<file path="src/rtl/fsk_pkg.sv">
// Shared definitions for the FSK bit scheduler: state encoding and the
// default timing constants for a 8-bit frame on the standard tone pair.
package fsk_pkg;

    typedef enum logic {
        IDLE = 1'b0,
        SEND = 1'b1
    } fsk_state_t;

    localparam int DEF_DBIT      = 8;
    localparam int DEF_MARK_DIV  = 163;
    localparam int DEF_SPACE_DIV = 81;
    localparam int DEF_BIT_CLKS  = 5216;

endpackage

</file>
<file path="src/rtl/tone_div_counter.sv">
// Programmable-modulus counter used as the tone half-period divider.
// The div input carries the terminal count (modulus minus one), so a
// modulus of 2^N is still representable in N bits.
module tone_div_counter #(
    parameter int N = 8
) (
    input  logic         clk,
    input  logic         reset,
    input  logic         clr,
    input  logic         en,
    input  logic [N-1:0] div,
    output logic         wrap_tick
);

    logic [N-1:0] r_cnt;

    // Wrap is reported even when clr is also asserted, so the owner can
    // toggle its output on a coincident bit boundary.
    assign wrap_tick = en && (r_cnt >= div);

    // Count while enabled; clear or wrap both return the count to zero.
    always_ff @(posedge clk or posedge reset) begin
        if (reset) begin
            r_cnt <= '0;
        end else if (clr || wrap_tick) begin
            r_cnt <= '0;
        end else if (en) begin
            r_cnt <= r_cnt + N'(1);
        end
    end

endmodule

</file>
<file path="src/rtl/fsk_bit_scheduler.sv">
// FSK frame transmitter: latches a DBIT-wide payload on start and emits it
// LSB first as a phase-continuous square wave, one tone per bit value.
module fsk_bit_scheduler
    import fsk_pkg::*;
#(
    parameter int DBIT      = DEF_DBIT,
    parameter int MARK_DIV  = DEF_MARK_DIV,
    parameter int SPACE_DIV = DEF_SPACE_DIV,
    parameter int BIT_CLKS  = DEF_BIT_CLKS,
    parameter int N         = 8
) (
    input  logic            clk,
    input  logic            reset,
    input  logic            start,
    input  logic [DBIT-1:0] data_in,
    output logic            busy,
    output logic            tone_out,
    output logic            bit_tick,
    output logic            done_tick
);

    localparam int BCW  = (BIT_CLKS > 1) ? $clog2(BIT_CLKS) : 1;
    localparam int IDXW = (DBIT > 1) ? $clog2(DBIT) : 1;

    fsk_state_t      r_state;
    logic [DBIT-1:0] r_shreg;
    logic [BCW-1:0]  r_bitCnt;
    logic [IDXW-1:0] r_bitIdx;
    logic            r_tone;

    logic            w_bitTick;
    logic            w_doneTick;
    logic            w_divWrap;
    logic            w_divClr;
    logic            w_divEn;
    logic [N-1:0]    w_divTerm;

    // Bit and frame boundaries are decoded straight from the counters.
    assign w_bitTick  = (r_state == SEND) && (r_bitCnt == BCW'(BIT_CLKS - 1));
    assign w_doneTick = w_bitTick && (r_bitIdx == IDXW'(DBIT - 1));

    // The divider restarts at every bit boundary and is parked in IDLE.
    assign w_divEn   = (r_state == SEND);
    assign w_divClr  = (r_state != SEND) || w_bitTick;
    assign w_divTerm = r_shreg[0] ? N'(MARK_DIV - 1) : N'(SPACE_DIV - 1);

    tone_div_counter #(
        .N(N)
    ) u_toneDiv (
        .clk      (clk),
        .reset    (reset),
        .clr      (w_divClr),
        .en       (w_divEn),
        .div      (w_divTerm),
        .wrap_tick(w_divWrap)
    );

    assign busy      = (r_state == SEND);
    assign tone_out  = r_tone;
    assign bit_tick  = w_bitTick;
    assign done_tick = w_doneTick;

    // Frame FSM with bit counter, shift register and tone output flop.
    always_ff @(posedge clk or posedge reset) begin
        if (reset) begin
            r_state  <= IDLE;
            r_shreg  <= '0;
            r_bitCnt <= '0;
            r_bitIdx <= '0;
            r_tone   <= 1'b0;
        end else begin
            case (r_state)
                IDLE: begin
                    r_tone   <= 1'b0;
                    r_bitCnt <= '0;
                    r_bitIdx <= '0;
                    if (start) begin
                        r_shreg <= data_in;
                        r_state <= SEND;
                    end
                end
                SEND: begin
                    if (w_divWrap) begin
                        r_tone <= ~r_tone;
                    end
                    if (w_bitTick) begin
                        r_bitCnt <= '0;
                        r_shreg  <= r_shreg >> 1;
                        r_bitIdx <= r_bitIdx + IDXW'(1);
                    end else begin
                        r_bitCnt <= r_bitCnt + BCW'(1);
                    end
                    // Leaving on the last clock drops the tone immediately.
                    if (w_doneTick) begin
                        r_state  <= IDLE;
                        r_bitIdx <= '0;
                        r_tone   <= 1'b0;
                    end
                end
                default: begin
                    r_state <= IDLE;
                end
            endcase
        end
    end

endmodule
</file>
<file path="config.mk">
export PLATFORM = sky130hd
export DESIGN_NAME = fsk_bit_scheduler
export DESIGN_NICKNAME = d
export VERILOG_FILES = /design/src/rtl/fsk_pkg.sv /design/src/rtl/tone_div_counter.sv /design/src/rtl/fsk_bit_scheduler.sv
export SDC_FILE = /design/constraint.sdc
export NUM_CORES = 1
export LEC_CHECK = 0
export CORE_MARGIN = 3
export CORE_UTILIZATION = 55
export DETAILED_ROUTE_END_ITERATION = 10
export MAX_ROUTING_LAYER = met4
export PLACE_DENSITY = 0.85
export SYNTH_ARGS = -nofsm -noshare
export SYNTH_HDL_FRONTEND = slang
export SYNTH_SLANG_ARGS = --single-unit
</file>
<file path="constraint.sdc">
create_clock -name clk -period 2.1 [get_ports clk]
set_input_delay 0.42 -clock clk [delete_from_list [all_inputs] [get_ports clk]]
set_output_delay 0.42 -clock clk [all_outputs]
set_load 0.1 [all_outputs]
</file>
run_1/metal_stack.png
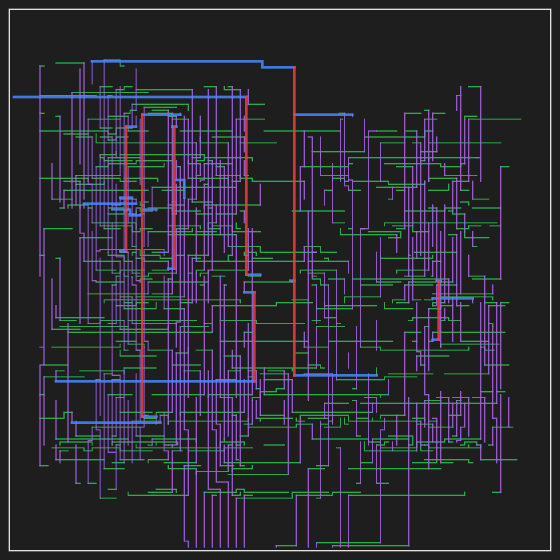
[red] met4 | wire length: 138 um
[purple] met2 | wire length: 2070 um
[green] met1 | wire length: 1530 um
[blue] met3 | wire length: 133 um
Avg WL per Cell: 15.91 um
Post-Route WL: 3867 um
Vias: 1363

run_1/final_placement.png
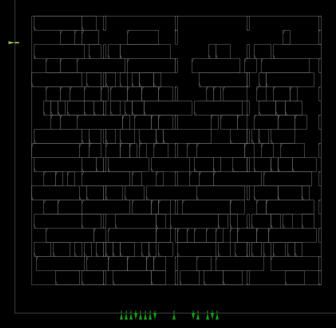
Fill cells: 209
Final Non-Filler Cells: 243
tapcell count: 42

run_1/met1.png
Supply wires on this layer in gray.
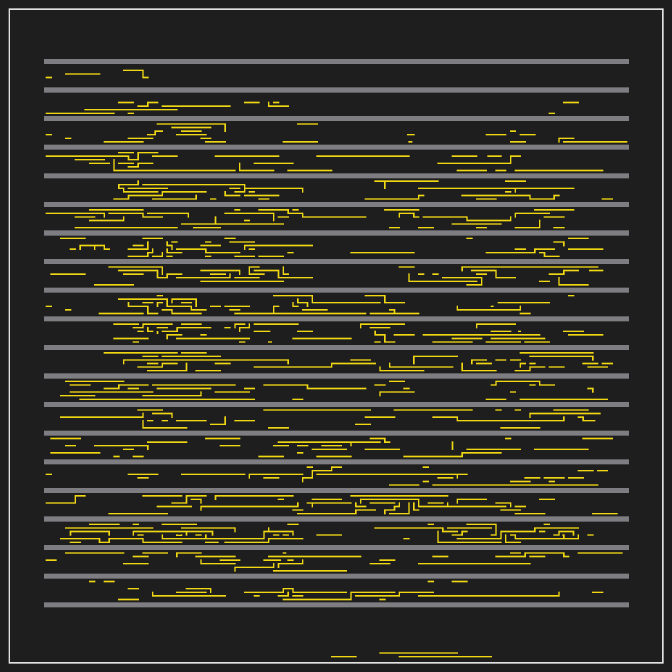
wire length on this layer: 1530 um
share of all routed wire: 40%
global routing usage on met1: 0.2639

==> job_summary.md, run 1 <==
## Synthesis and layout report

| Metric | Value |
|---|---|
| Outcome | `finished with violations` |
| Failing checks | `setup timing` |
| Non-clock buffers | `29` |
| Setup slack after layout | `-0.04531 ns` |
| Crit. End Element | `output pin` |
| Slowest cell delay on critical path | `~0.43 ns` |
| Critical R2R Capture | `r_bitCnt[11]` |
| Total core area | `approximately 2900 sq um` |
| Maximum clock rate | `466.1 MHz` |
| Biggest register | `r_bitCnt` |
| GR Layer Usage met3 | `0.08678` |
| Maximum fanout along the worst path | `4` |
| Final-report setup violation count | `2` |
| Post-CTS Hold Buffers | `0` |
| CTS Root Buffer Type | `clkbuf_4` |
| Dominant combinational family | `simple AND/OR/NAND/NOR gates` |
| Yosys simple share | `0.2168` |
| Sw Ratio | `0.2265` |
| R2R cell count | `6` |
| Comb power frac | `0.036` |
| Comb group | `0.0376 mW` |
| Gr busiest metal | `met2` |
| Largest Pwr Group | `registers` |
| Critical-path cell list | `ha_4, and4_4, nand4_4, nor2_4, buf_12` |
| Postcts setup bufs | `8` |
| Leakage power | `about 0.96 nW` |
| Fin crit share | `1.022` |
| # H-tree levels | `2` |
| Clk pwr share | `0.333` |
| Comb area share | `0.3983` |
| Post-Route Utilization | `0.7360` |
| Clock Buffer Count | `6` |
| Type of the worst setup path | `reg -> out` |
| Syn avg cell area | `10.27 sq um` |
| Xor/xnor share | `0.08629` |
| Final hold slack | `~0.39 ns` |
| PwrDens | `490.7 nW/um^2` |
| Die Span Y | `62.01 um` |
| Post-synthesis mux area share | `0.005801` |
| Fin crit period | `~2.1 ns` |
run_1/cell_classes.png
Scale bar: 20 um. Fill, decap, tap and diode cells in gray.
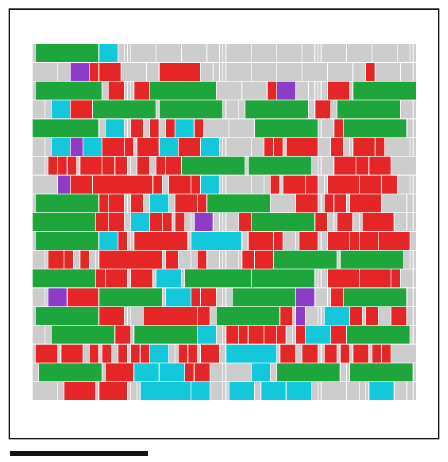

==> inputs of run 2 (changes only) <==
CORE_UTILIZATION = 30   (was 55)
PLACE_DENSITY = 0.56   (was 0.85)
run_2/cell_classes.png
Scale bar: 20 um. Fill, decap, tap and diode cells in gray.
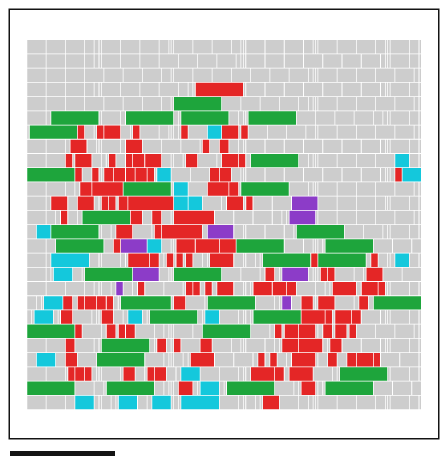
[red] all other logic | cells: 130 | share of their area: 43%
[cyan] other buffers and delay cells | cells: 23 | share of their area: 11%
[purple] clock drivers and dummy loads | cells: 8 | share of their area: 4.5%
[green] flip-flops | cells: 34 | share of their area: 42%
design area: 2131 sq um
flop share of the area: 0.3999
Post-Route Utilization: 0.3994
total core area: 5335 sq um

run_2/met1.png
Supply wires on this layer in gray.
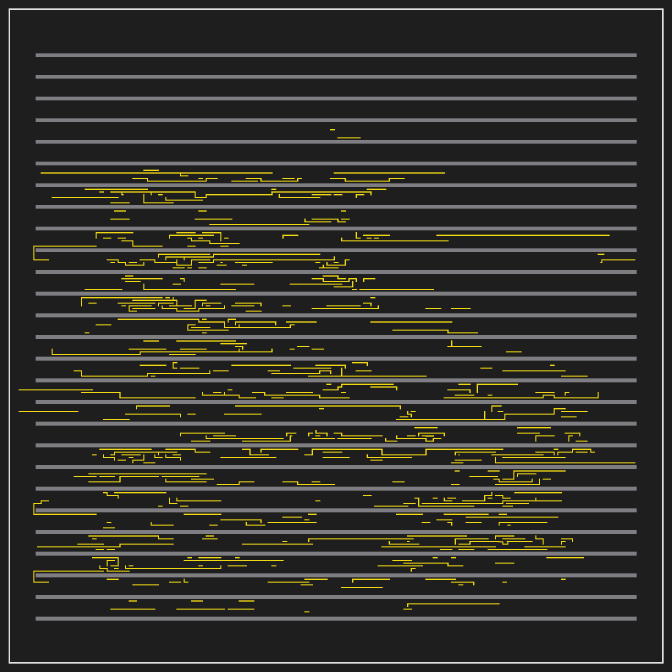
longest straight run: 29.0 um
main direction: horizontal
wire length on this layer: 1630 um
Post-Route WL: 3264 um
Vias: 1238
global routing usage on met1: 0.1459

==> run 2 against run 1 <==
Effect of this change:
- the run now ends clean
- global-route usage fell by 14 points
- clock power increased by 41%
- synthesized cell count unchanged
- largest cell class unchanged
- die size increased by 74%
- via count decreased by 9.2%
- core utilization is 34 points lower
- non-clock buffer count shrank 6
- sequential power about the same
- count of clock-buffer cells in the layout rose by 1
- final cell count rose by 9.1%
- worst setup slack gained 0.13 ns
- critical path type unchanged
==> job_summary.md, run 2 <==
## Synthesis and layout report

| Metric | Value |
|---|---|
| Post-CTS Hold Buffers | `0` |
| Critical R2R Capture | `r_bitCnt[12]` |
| Sw Ratio | `0.2026` |
| Leakage power | `0.9452 nW` |
| GR Layer Usage met3 | `0.02961` |
| Maximum clock rate | `roughly 500 MHz` |
| Fill cells | `555` |
| R2R cell count | `6` |
| Crit. End Element | `output pin` |
| Fin crit period | `2.014 ns` |
| Post-synthesis mux area share | `0.005801` |
| Final hold slack | `0.5029 ns` |
| Dominant combinational family | `simple AND/OR/NAND/NOR gates` |
| Syn avg cell area | `approximately 10 sq um` |
| Tapcell count | `70` |
| # H-tree levels | `2` |
| Setup slack after layout | `0.08602 ns` |
| Gr busiest metal | `met2` |
| CTS Root Buffer Type | `clkbuf_8` |
| Clock Buffer Count | `7` |
| Slowest cell delay on critical path | `0.43 ns` |
| Postcts setup bufs | `3` |
| Non-clock buffers | `23` |
| Yosys simple share | `0.2168` |
| Comb group | `0.0350 mW` |
| Fin crit share | `0.9590` |
| Comb area share | `0.3958` |
| CTS Buffer Depth | `2` |
| PwrDens | `552.5 nW/um^2` |
| Xor/xnor share | `0.08629` |
| Critical-path cell list | `nor4b_4, nand4_4, nor2_4, buf_12` |
| Die Span Y | `~82 um` |
| Clk pwr share | `0.413` |
| Outcome | `finished clean` |
| Type of the worst setup path | `reg -> out` |
run_2/wire_density.png
16 x 16 tiles, from black (low) to pale yellow (high), scaled to the fullest tile. Values are wire area over tile area, all layers added.
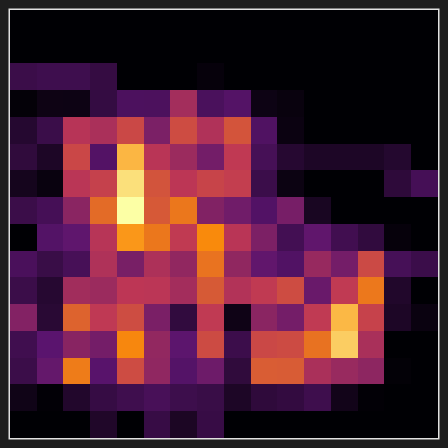

==> inputs of run 3 (changes only) <==
CAP_MARGIN = 10   (was default)
CORE_MARGIN = default   (was 3)
run_3/wire_density.png
16 x 16 tiles, from black (low) to pale yellow (high), scaled to the fullest tile. Values are wire area over tile area, all layers added.
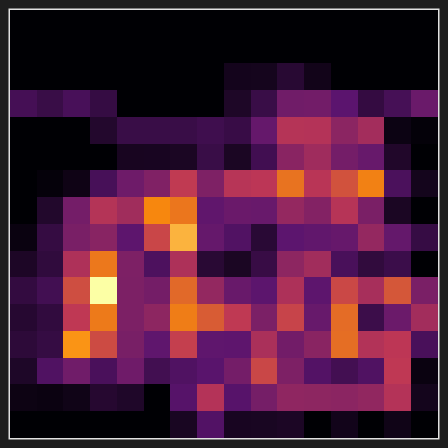
fullest tile: 0.39
mean over tiles: 0.084
nearly empty tiles: 28%
tiles over half the peak: 11%
Tot GR Track Use: 0.1241
Post-Route WL: 3257 um
Vias: 1236
Avg WL per Cell: 12.38 um

run_3/met1.png
Supply wires on this layer in gray.
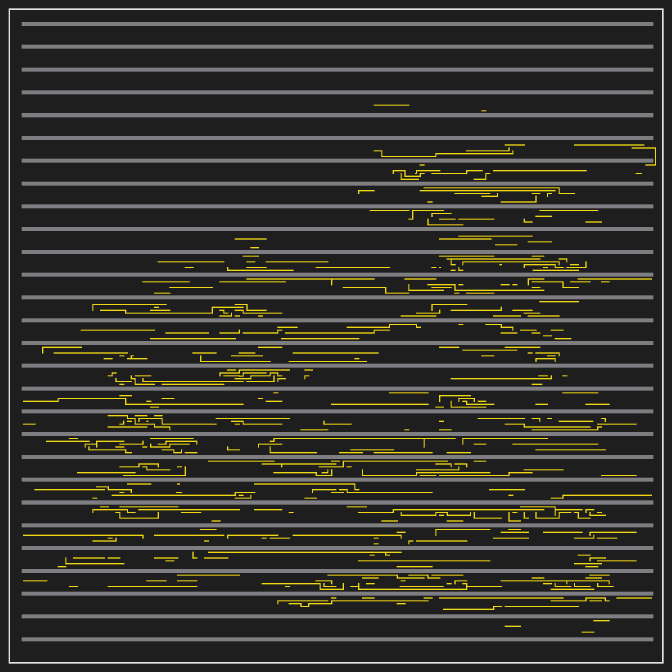
nets with wire on the layer: 185
wire length on this layer: 1650 um
main direction: horizontal
global routing usage on met1: 0.1587

==> run 3 against run 2 <==
Effect of this change:
- count of clock-buffer cells in the layout fell by 1
- sequential power about the same
- via count down 0.16%
- critical endpoint unchanged
- die size is 9.5% lower
- non-clock buffer count is 3 lower
- final cell count decreased by 0.75%
- routed wire length down 0.21%
- worst setup slack lost 0.013 ns
==> job_summary.md, run 3 <==
## Synthesis and layout report

| Metric | Value |
|---|---|
| Maximum clock rate | `~490 MHz` |
| CTS Buffer Depth | `2` |
| Sw Ratio | `0.1923` |
| Final hold slack | `0.5052 ns` |
| Comb group | `0.0346 mW` |
| Post-place instance area | `1978 sq um` |
| Gr busiest metal | `met2` |
| Synth cell types | `34` |
| Non-clock buffers | `20` |
| Total core area | `5540 sq um` |
| Biggest register | `r_bitCnt` |
| Xor/xnor share | `0.08629` |
| Leakage power | `between 0.9 and 1 nW` |
| Final-report setup violation count | `0` |
| Final Non-Filler Cells | `around 260` |
| Die Span Y | `77.84 um` |
| Outcome | `finished clean` |
| Peak supply drop | `0.2727 mV` |
| # H-tree levels | `2` |
| Syn avg cell area | `10.27 sq um` |
| Flop share of the area | `0.4002` |
| Crit. End Element | `output pin` |
| Post-Route Utilization | `0.3848` |
| Setup slack after layout | `0.07289 ns` |
| GR Layer Usage met3 | `0.03882` |
| Worst EP arrival | `1.61 ns` |
| Inverters | `8` |
| Dominant combinational family | `simple AND/OR/NAND/NOR gates` |
| Clock Buffer Count | `6` |
| Type of the worst setup path | `reg -> out` |
| Largest Pwr Group | `registers` |
| R2R cell count | `6` |
| Comb area share | `0.3950` |
| Fill cells | `558` |
| CTS Root Buffer Type | `clkbuf_8` |
| Top-count cell post-synth | `dfrtp_1` |
| Clk pwr share | `0.471` |
| Post-CTS Hold Buffers | `0` |
| Fin crit period | `just over 2 ns` |
| Critical-path cell list | `nor4b_4, nand4_4, nor2_4, buf_12` |
| Fin crit share | `0.9653` |
| Slowest cell delay on critical path | `0.45 ns` |
| Comb power frac | `0.027` |
Power is estimated from default activity; no workload was simulated.
